**config.mk**
```make
export PLATFORM = sky130hd
export DESIGN_NAME = counter_compare
export DESIGN_NICKNAME = d
export VERILOG_FILES = /design/src/rtl/counter_compare_pkg.sv /design/src/rtl/counter_compare_evt_fifo.sv /design/src/rtl/counter_compare.sv
export SDC_FILE = /design/constraint.sdc
export NUM_CORES = 1
export LEC_CHECK = 0
export CELL_PAD_IN_SITES_DETAIL_PLACEMENT = 1
export CELL_PAD_IN_SITES_GLOBAL_PLACEMENT = 1
export CORE_MARGIN = 5
export CORE_UTILIZATION = 38
export DETAILED_ROUTE_END_ITERATION = 6
export PLACE_DENSITY = 0.86
export SYNTH_ARGS = -nofsm -noshare
export SYNTH_HDL_FRONTEND = slang
export SYNTH_SLANG_ARGS = --single-unit
```
**constraint.sdc**
```tcl
create_clock -name clk -period 1.7 [get_ports clk]
set_input_delay 0.425 -clock clk [delete_from_list [all_inputs] [get_ports clk]]
set_output_delay 0.425 -clock clk [all_outputs]
set_load 0.1 [all_outputs]
```
**src/rtl/counter_compare_pkg.sv**
```systemverilog
// Shared definitions for counter_compare: FSM state encoding, event codes, width default.
package counter_compare_pkg;

  localparam int unsigned CC_WIDTH_DEFAULT = 8;

  typedef enum logic [1:0] {
    ST_IDLE = 2'b00,
    ST_RUN  = 2'b01,
    ST_DONE = 2'b10
  } cc_state_e;

  localparam logic [1:0] EVT_NONE  = 2'b00;
  localparam logic [1:0] EVT_MATCH = 2'b01;
  localparam logic [1:0] EVT_WRAP  = 2'b10;
  localparam logic [1:0] EVT_BOTH  = 2'b11;

  function automatic logic [1:0] evt_encode(input logic m, input logic w);
    return {w, m};
  endfunction

endpackage

```
**src/rtl/counter_compare_evt_fifo.sv**
```systemverilog
// compare_evt_fifo: synchronous event queue of 2-bit codes; a push on a full
// queue is accepted when a pop happens in the same cycle, otherwise reported as a drop.
module compare_evt_fifo
  import counter_compare_pkg::*;
#(
  parameter int unsigned DEPTH = 2
) (
  input  logic       clk,
  input  logic       rst,
  input  logic       push,
  input  logic [1:0] push_data,
  input  logic       pop,
  output logic       valid,
  output logic [1:0] head,
  output logic       drop
);

  localparam int unsigned AW = $clog2(DEPTH);

  logic [1:0]  mem_q [DEPTH];
  logic [1:0]  mem_d [DEPTH];
  logic [AW-1:0] wr_ptr_q, wr_ptr_d;
  logic [AW-1:0] rd_ptr_q, rd_ptr_d;
  logic [AW:0]   count_q, count_d;
  logic          full, empty, push_ok, pop_ok;

  always_comb begin
    empty   = (count_q == '0);
    full    = (count_q == (AW+1)'(DEPTH));
    pop_ok  = pop && !empty;
    push_ok = push && (!full || pop_ok);
    drop    = push && full && !pop_ok;

    mem_d    = mem_q;
    wr_ptr_d = wr_ptr_q;
    rd_ptr_d = rd_ptr_q;
    if (push_ok) begin
      mem_d[wr_ptr_q] = push_data;
      wr_ptr_d        = wr_ptr_q + AW'(1);
    end
    if (pop_ok) begin
      rd_ptr_d = rd_ptr_q + AW'(1);
    end
    count_d = count_q + (AW+1)'(push_ok) - (AW+1)'(pop_ok);

    valid = !empty;
    head  = empty ? EVT_NONE : mem_q[rd_ptr_q];
  end

  always_ff @(posedge clk) begin
    if (rst) begin
      for (int unsigned i = 0; i < DEPTH; i++) mem_q[i] <= '0;
      wr_ptr_q <= '0;
      rd_ptr_q <= '0;
      count_q  <= '0;
    end else begin
      mem_q    <= mem_d;
      wr_ptr_q <= wr_ptr_d;
      rd_ptr_q <= rd_ptr_d;
      count_q  <= count_d;
    end
  end

endmodule

```
**src/rtl/counter_compare.sv**
```systemverilog
// Compare/PWM unit watching an external loadable counter; queues match/wrap events.
// Optional PWM output enabled by defining COUNTER_COMPARE_PWM_EN.
module counter_compare
  import counter_compare_pkg::*;
#(
  parameter int unsigned WIDTH     = CC_WIDTH_DEFAULT,
  parameter int unsigned EVT_DEPTH = 2
) (
  input  logic             clk,
  input  logic             rst,
  input  logic [WIDTH-1:0] cnt,
  input  logic             cnt_en,
  input  logic             cnt_load,
  input  logic             cmp_wr,
  input  logic [WIDTH-1:0] cmp_data,
  input  logic             arm,
  input  logic             stop,
  input  logic             oneshot,
  input  logic             evt_ready,
  input  logic             ovf_clr,
  output logic             pwm,
  output logic             match,
  output logic             wrap,
  output logic             evt_valid,
  output logic [1:0]       evt_code,
  output logic             evt_ovf,
  output logic [1:0]       state
);

  cc_state_e        state_q, state_d;
  logic [WIDTH-1:0] cnt_d_q, cnt_d_d;
  logic             en_d_q, en_d_d;
  logic             load_d_q, load_d_d;
  logic [WIDTH-1:0] cmp_shadow_q, cmp_shadow_d;
  logic [WIDTH-1:0] cmp_active_q, cmp_active_d;
  logic             match_q, match_d;
  logic             wrap_q, wrap_d;
  logic             pwm_q, pwm_d;
  logic             ovf_q, ovf_d;
  logic             wrap_det, match_det, in_run;
  logic             fifo_drop;

  always_comb begin
    cnt_d_d  = cnt;
    en_d_d   = cnt_en;
    load_d_d = cnt_load;

    in_run    = (state_q == ST_RUN);
    wrap_det  = (cnt_d_q == '1) && (cnt == '0) && en_d_q && !load_d_q;
    // A held counter re-matches only when it was just reloaded.
    match_det = (cnt == cmp_active_q) && ((cnt != cnt_d_q) || load_d_q);
    match_d   = in_run && match_det;
    wrap_d    = in_run && wrap_det;

    cmp_shadow_d = cmp_wr ? cmp_data : cmp_shadow_q;
    // Active compare takes the pre-write shadow, so a same-cycle write waits a lap.
    cmp_active_d = cmp_active_q;
    if ((state_q == ST_IDLE) || (in_run && wrap_det)) cmp_active_d = cmp_shadow_q;

`ifdef COUNTER_COMPARE_PWM_EN
    pwm_d = in_run && (cnt < cmp_active_q);
`else
    pwm_d = 1'b0;
`endif

    state_d = state_q;
    unique case (state_q)
      ST_IDLE: if (arm) state_d = ST_RUN;
      ST_RUN: begin
        if (stop)                       state_d = ST_IDLE;
        else if (match_det && oneshot)  state_d = ST_DONE;
      end
      ST_DONE: begin
        if (stop)     state_d = ST_IDLE;
        else if (arm) state_d = ST_RUN;
      end
      default: state_d = ST_IDLE;
    endcase

    ovf_d = fifo_drop ? 1'b1 : (ovf_clr ? 1'b0 : ovf_q);
  end

  always_ff @(posedge clk) begin
    if (rst) begin
      state_q      <= ST_IDLE;
      cnt_d_q      <= '0;
      en_d_q       <= 1'b0;
      load_d_q     <= 1'b0;
      cmp_shadow_q <= '1;
      cmp_active_q <= '1;
      match_q      <= 1'b0;
      wrap_q       <= 1'b0;
      pwm_q        <= 1'b0;
      ovf_q        <= 1'b0;
    end else begin
      state_q      <= state_d;
      cnt_d_q      <= cnt_d_d;
      en_d_q       <= en_d_d;
      load_d_q     <= load_d_d;
      cmp_shadow_q <= cmp_shadow_d;
      cmp_active_q <= cmp_active_d;
      match_q      <= match_d;
      wrap_q       <= wrap_d;
      pwm_q        <= pwm_d;
      ovf_q        <= ovf_d;
    end
  end

  compare_evt_fifo #(
    .DEPTH(EVT_DEPTH)
  ) u_evt_fifo (
    .clk      (clk),
    .rst      (rst),
    .push     (match_q | wrap_q),
    .push_data(evt_encode(match_q, wrap_q)),
    .pop      (evt_ready),
    .valid    (evt_valid),
    .head     (evt_code),
    .drop     (fifo_drop)
  );

  assign pwm     = pwm_q;
  assign match   = match_q;
  assign wrap    = wrap_q;
  assign evt_ovf = ovf_q;
  assign state   = state_q;

endmodule
```
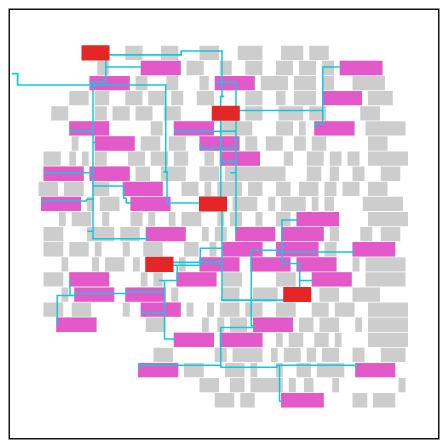
(run_1/clk_routes.png)
[red] clock drivers | count: 5
[cyan] clock wires | length: 508 um
[magenta] flip-flops | count: 39
routed clock nets: 6
Final Skew: 0.01458 ns
clk_lat worst skew: 0.30 ns
clock network power: 811 uW

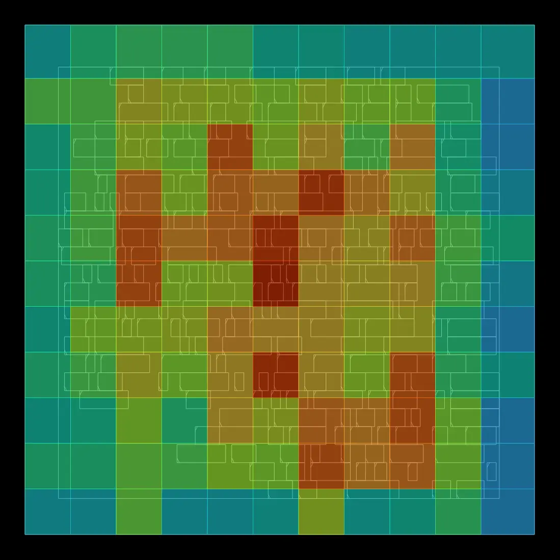
(run_1/congestion.png)
Total GRT Usage: 0.1639
fin util: 0.5822
met1 Use GR: 0.1750
Top Usage Layer GRT: met2
WL/cell: 17.60 um

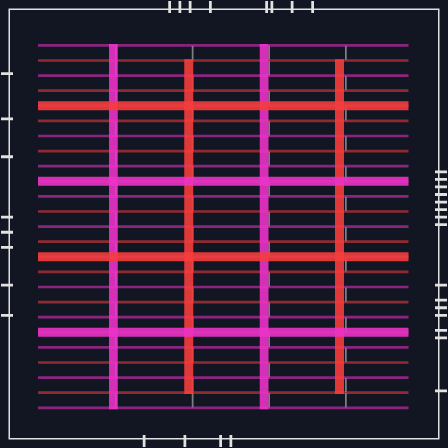
(run_1/power_grid.png)
Pins as bars on the die edge. Tap cells in gray.
| color | net |
|---|---|
| magenta | VSS |
| red | VDD |
met5 straps: 4
signal pins: 35
tap cells: 52
Die Ht: 77.09 um
floorplan die width: 77.09 um
Worst VDD drop: 0.0004909 V

==> impl_metrics.py, run 1 <==
# Synthesis and PnR figures
metrics = {
    "drt": {
        "routed.top_layer": "met4",
        "wl_met2_mm": 2.670,
        "drc": 0,
        "vias": 1477,
        "drt-initial-drc-count": 78,
        "antenna_left": 0,
        "wl_met1_mm": 2.026,
        "wl_mm": 5.033,
    },
    "floorplan": {
        "chipArea_um2": 5943,
        "fp_util": 0.3928,
        "tap_cells": 52,
        "core_area_um2": 4354,
    },
    "finish": {
        "fin_area_um2": 2535,
        "logic_area_um2": 974.7,
        "comb_share": 0.3845,
        "layout.nonclk_buf_frac": 0.2261,
        "clkCellAreaFrac": 0.04640,
        "final_cell_mix": "dfxtp_1 (32), nor2_1 (26), mux2i_1 (21)",
        "nFlopsAndLatches": 39,
    },
    "clock_network": {
        "htree_levels": 2,
        "cts_root_buf": "clkbuf_8",
        "cts_resized": 17,
        "numClockSinks": 39,
        "numCtsBuffers": 5,
    },
    "synthesis": {
        "logic_family": "simple AND/OR/NAND/NOR gates",
        "fa_ha_area_frac": 0.01463,
        "async_reset_ff_frac": 0,
        "synth_top_cell_by_area": "dfxtp_1",
        "ys.flops": 39,
        "ys_cells": 180,
    },
    "power_and_ir_drop": {
        "p_seq_uw": 1010,
        "clockPowerShare": 0.347,
        "maxPowerGroup": "registers",
        "comb-power_uw": 509,
        "p_leak_uw": 0.001001,
    },
    "setup_path": {
        "critPathCapture": "evt_valid",
        "cp_cell_sequence": "nor2_2 > buf_4 > inv_1 > buf_12",
        "cp-end-kind": "primary output",
        "crit_required_ns": 1.27,
        "crit_slowest_cell": "dfxtp_2",
        "arrival_ns": 1.24,
        "crit_type": "register to primary output",
        "critPathLaunchType": "register",
        "cp.depth": 4,
        "worst-path-buf-inv": 3,
    },
    "hold_path": {
        "hold_end": "cmp_shadow_q[0]$_SDFFE_PP1P_",
        "hold_path_depth": 2,
    },
    "sta": {
        "tns_ns": 0,
        "fin_worst_hold_slack_ns": 0.4778,
        "fin_crit_sh": 0.9811,
        "setup_ws_ns": 0.03221,
    },
    "status": {
        "status": "finished clean",
    },
    "placed_design": {
        "pre_cts_ws_ns": -0.4214,
        "globalplace.congestion": 0.8166,
    },
    "grt": {
        "grt_max_degree": 39,
        "antenna_found_initial": 0,
    },
}
==> inputs of run 2 (changes only) <==
Settings changed: CORE_UTILIZATION 38 to 30, PLACE_DENSITY 0.86 to 0.72.
==> run 2 against run 1 <==
Against the previous run: register-to-register slack gained 0.04 ns; synthesized cell count is the same; combinational power shrank 6.7%; largest power group unchanged; highest routed layer unchanged.
==> impl_metrics.py, run 2 <==
# Synthesis and PnR figures
metrics = {
    "clock_network": {
        "numCtsBuffers": 5,
        "cts_root_buf": "clkbuf_8",
        "numClockSinks": 39,
    },
    "grt": {
        "grt_usage": 0.1234,
        "grt_max_degree": 25,
        "top_usage_layer": "met2",
    },
    "hold_path": {
        "hold_path_depth": 2,
    },
    "floorplan": {
        "fp_util": 0.3087,
        "chipArea_um2": 7311,
        "tap_cells": 72,
        "core_area_um2": 5540,
    },
    "setup_path": {
        "cp-end-kind": "primary output",
        "worst-path-buf-inv": 1,
        "cp.depth": 3,
        "arrival_ns": 1.19,
        "cp_cell_sequence": "mux2i_1 > nor2_2 > buf_12",
        "crit_required_ns": 1.27,
        "crit_slowest_cell": "dfxtp_1",
        "critPathCapture": "evt_code[1]",
        "critPathLaunchType": "register",
        "crit_type": "register to primary output",
    },
    "drt": {
        "routed.top_layer": "met4",
        "vias": 1446,
        "antenna_left": 0,
        "wl_mm": 4.102,
        "wl_met1_mm": 1.796,
        "drc": 0,
        "wl_per_cell_um": 13.28,
    },
    "finish": {
        "clkCellAreaFrac": 0.04041,
        "layout.nonclk_buf_frac": 0.2341,
        "nFlopsAndLatches": 39,
        "final_core_util": 0.4582,
        "final_cell_mix": "dfxtp_1 (33), nor2_1 (27), mux2i_1 (22)",
    },
    "synthesis": {
        "synth_top_cell_by_area": "dfxtp_1",
        "ys_cells": 180,
        "ys.flops": 39,
        "fa_ha_area_frac": 0.01463,
        "logic_family": "simple AND/OR/NAND/NOR gates",
    },
    "sta": {
        "fin_crit_sh": 0.9493,
        "tns_ns": 0,
        "fin_worst_hold_slack_ns": 0.4763,
    },
    "power_and_ir_drop": {
        "ir_drop_v": 0.0005742,
        "p_seq_uw": 1010,
        "p_leak_uw": 0.001011,
    },
    "status": {
        "status": "finished clean",
    },
}
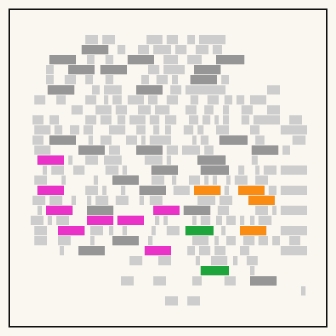
(run_2/flops_by_reg.png)
Other sequential cells in the stronger gray, the rest of the logic in the fainter gray.
| color | netlist name | placed flops |
|---|---|---|
| orange | `u_evt_fifo.mem_q` | 4 |
| green | `u_evt_fifo.count_q` | 2 |
| magenta | `cmp_shadow_q` | 8 |

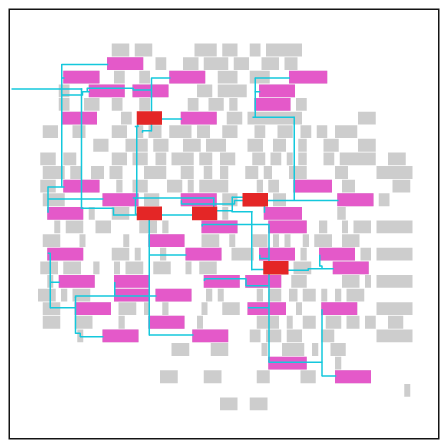
(run_2/clk_routes.png)
[magenta] flip-flops | count: 39
[red] clock drivers | count: 5
[cyan] clock wires | length: 497 um
routed clock nets: 6
clk_lat worst skew: 0.28 ns
power share of the clock group: 0.330
Final Skew: 0.006448 ns
clock network power: 730 uW

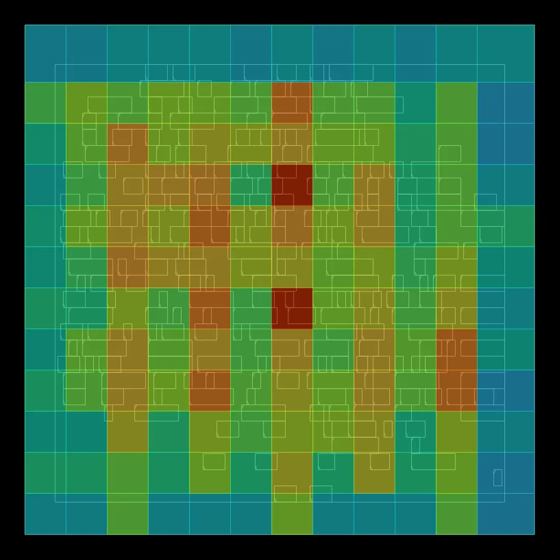
(run_2/congestion.png)
met3 Use GR: 0.02786
M2 GR Usage: 0.2225
met1 Use GR: 0.1406

==> inputs of run 3 (changes only) <==
Settings changed: GPL_ROUTABILITY_DRIVEN set to 0.
==> run 3 against run 2 <==
Against the previous run: sequential share of layout area unchanged; clock-buffer cell count stayed put; fmax is the same; cell count is the same; largest power group unchanged; highest routed layer unchanged.
==> impl_metrics.py, run 3 <==
# Synthesis and PnR figures
metrics = {
    "status": {
        "status": "finished clean",
    },
    "finish": {
        "layout.nonclk_buf_frac": 0.2341,
        "nFlopsAndLatches": 39,
        "seq_share": 0.3105,
        "final_cell_mix": "dfxtp_1 (33), nor2_1 (27), mux2i_1 (22)",
        "clkCellAreaFrac": 0.04041,
        "logic_area_um2": 948.4,
        "comb_share": 0.3736,
        "reg_top3": "cmp_active_q x8, cmp_shadow_q x8, cnt_d_q x8",
        "fin_area_um2": 2539,
    },
    "drt": {
        "wl_per_cell_um": 13.28,
        "wl_met2_mm": 2.059,
        "drt-initial-drc-count": 25,
        "drc": 0,
        "wl_mm": 4.102,
        "routed.top_layer": "met4",
        "vias": 1446,
        "antenna_left": 0,
        "wl_met1_mm": 1.796,
    },
    "synthesis": {
        "ys_cells": 180,
        "most_common_cell": "dfxtp_1",
        "ys.flops": 39,
        "logic_family": "simple AND/OR/NAND/NOR gates",
        "simple_gate_share": 0.2392,
        "synth_top_cell_by_area": "dfxtp_1",
        "async_reset_ff_frac": 0,
    },
    "clock_network": {
        "clock_latency_ns": 0.28,
        "clockBufferDepth": 2,
        "htree_levels": 2,
        "cts_resized": 16,
        "numClockSinks": 39,
        "numCtsBuffers": 5,
        "cts_root_buf": "clkbuf_8",
    },
    "setup_path": {
        "crit_type": "register to primary output",
        "cp-end-kind": "primary output",
        "reg2reg_to": "u_evt_fifo.count_q[1]$_SDFF_PP0_",
        "cp.depth": 3,
        "critPathLaunchType": "register",
        "worst-path-buf-inv": 1,
        "cp_cell_sequence": "mux2i_1 > nor2_2 > buf_12",
        "arrival_ns": 1.19,
        "crit_slowest_cell": "dfxtp_1",
        "critPathCapture": "evt_code[1]",
    },
    "sta": {
        "tns_ns": 0,
        "fin_crit_sh": 0.9493,
        "setup_ws_ns": 0.08612,
        "fin_worst_hold_slack_ns": 0.4763,
        "skew_ns": 0.006448,
        "rsz0062_at_grt": "false",
    },
    "power_and_ir_drop": {
        "comb-power_uw": 475,
        "p_leak_uw": 0.001011,
        "maxPowerGroup": "registers",
        "clockPowerShare": 0.330,
        "p_clk_uw": 730,
    },
    "grt": {
        "groute.layer.met3.usage": 0.02786,
        "grtUsageMet2": 0.2225,
        "grt_usage": 0.1234,
        "antenna_found_initial": 0,
        "grt_max_degree": 25,
    },
    "placed_design": {
        "numPlacedInstances": 302,
        "pre_cts_ws_ns": -0.4332,
        "io_buffers": 33,
    },
    "floorplan": {
        "fp_util": 0.3087,
        "chipArea_um2": 7311,
        "tap_cells": 72,
    },
    "hold_path": {
        "hold_end": "cmp_shadow_q[2]$_SDFFE_PP1P_",
        "hold_path_depth": 2,
    },
}
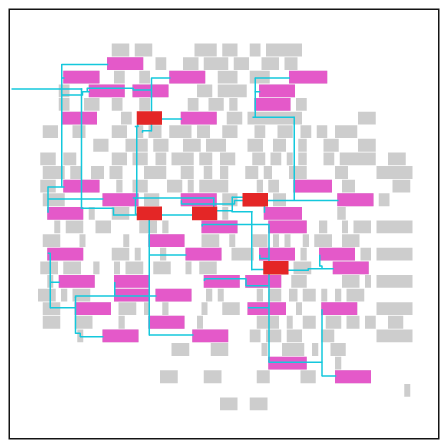
(run_3/clk_routes.png)
[cyan] clock wires | length: 497 um
[red] clock drivers | count: 5
[magenta] flip-flops | count: 39
routed clock nets: 6

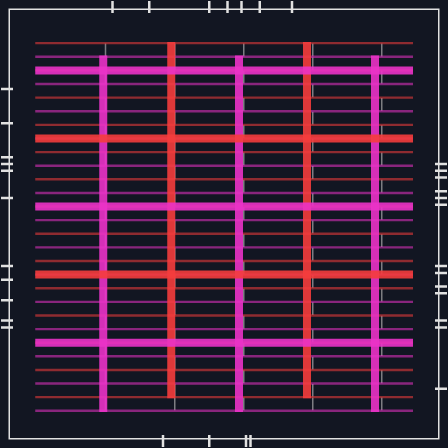
(run_3/power_grid.png)
Pins as bars on the die edge. Tap cells in gray.
| color | net |
|---|---|
| red | VDD |
| magenta | VSS |
signal pins: 35
met5 straps: 5
Core ar.: 5540 um^2
floorplan die width: 85.51 um
Worst VDD drop: 0.0005742 V
Die Ht: 85.51 um

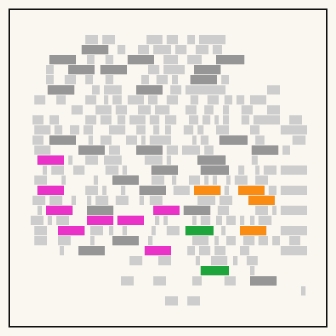
(run_3/flops_by_reg.png)
Other sequential cells in the stronger gray, the rest of the logic in the fainter gray.
| color | netlist name | placed flops |
|---|---|---|
| orange | `u_evt_fifo.mem_q` | 4 |
| green | `u_evt_fifo.count_q` | 2 |
| magenta | `cmp_shadow_q` | 8 |
not colored: 25
sequential power: 1010 uW
fin util: 0.4582
register area: 788.3 um^2

Power figures rest on the tool's default switching activity, not on a simulated workload.
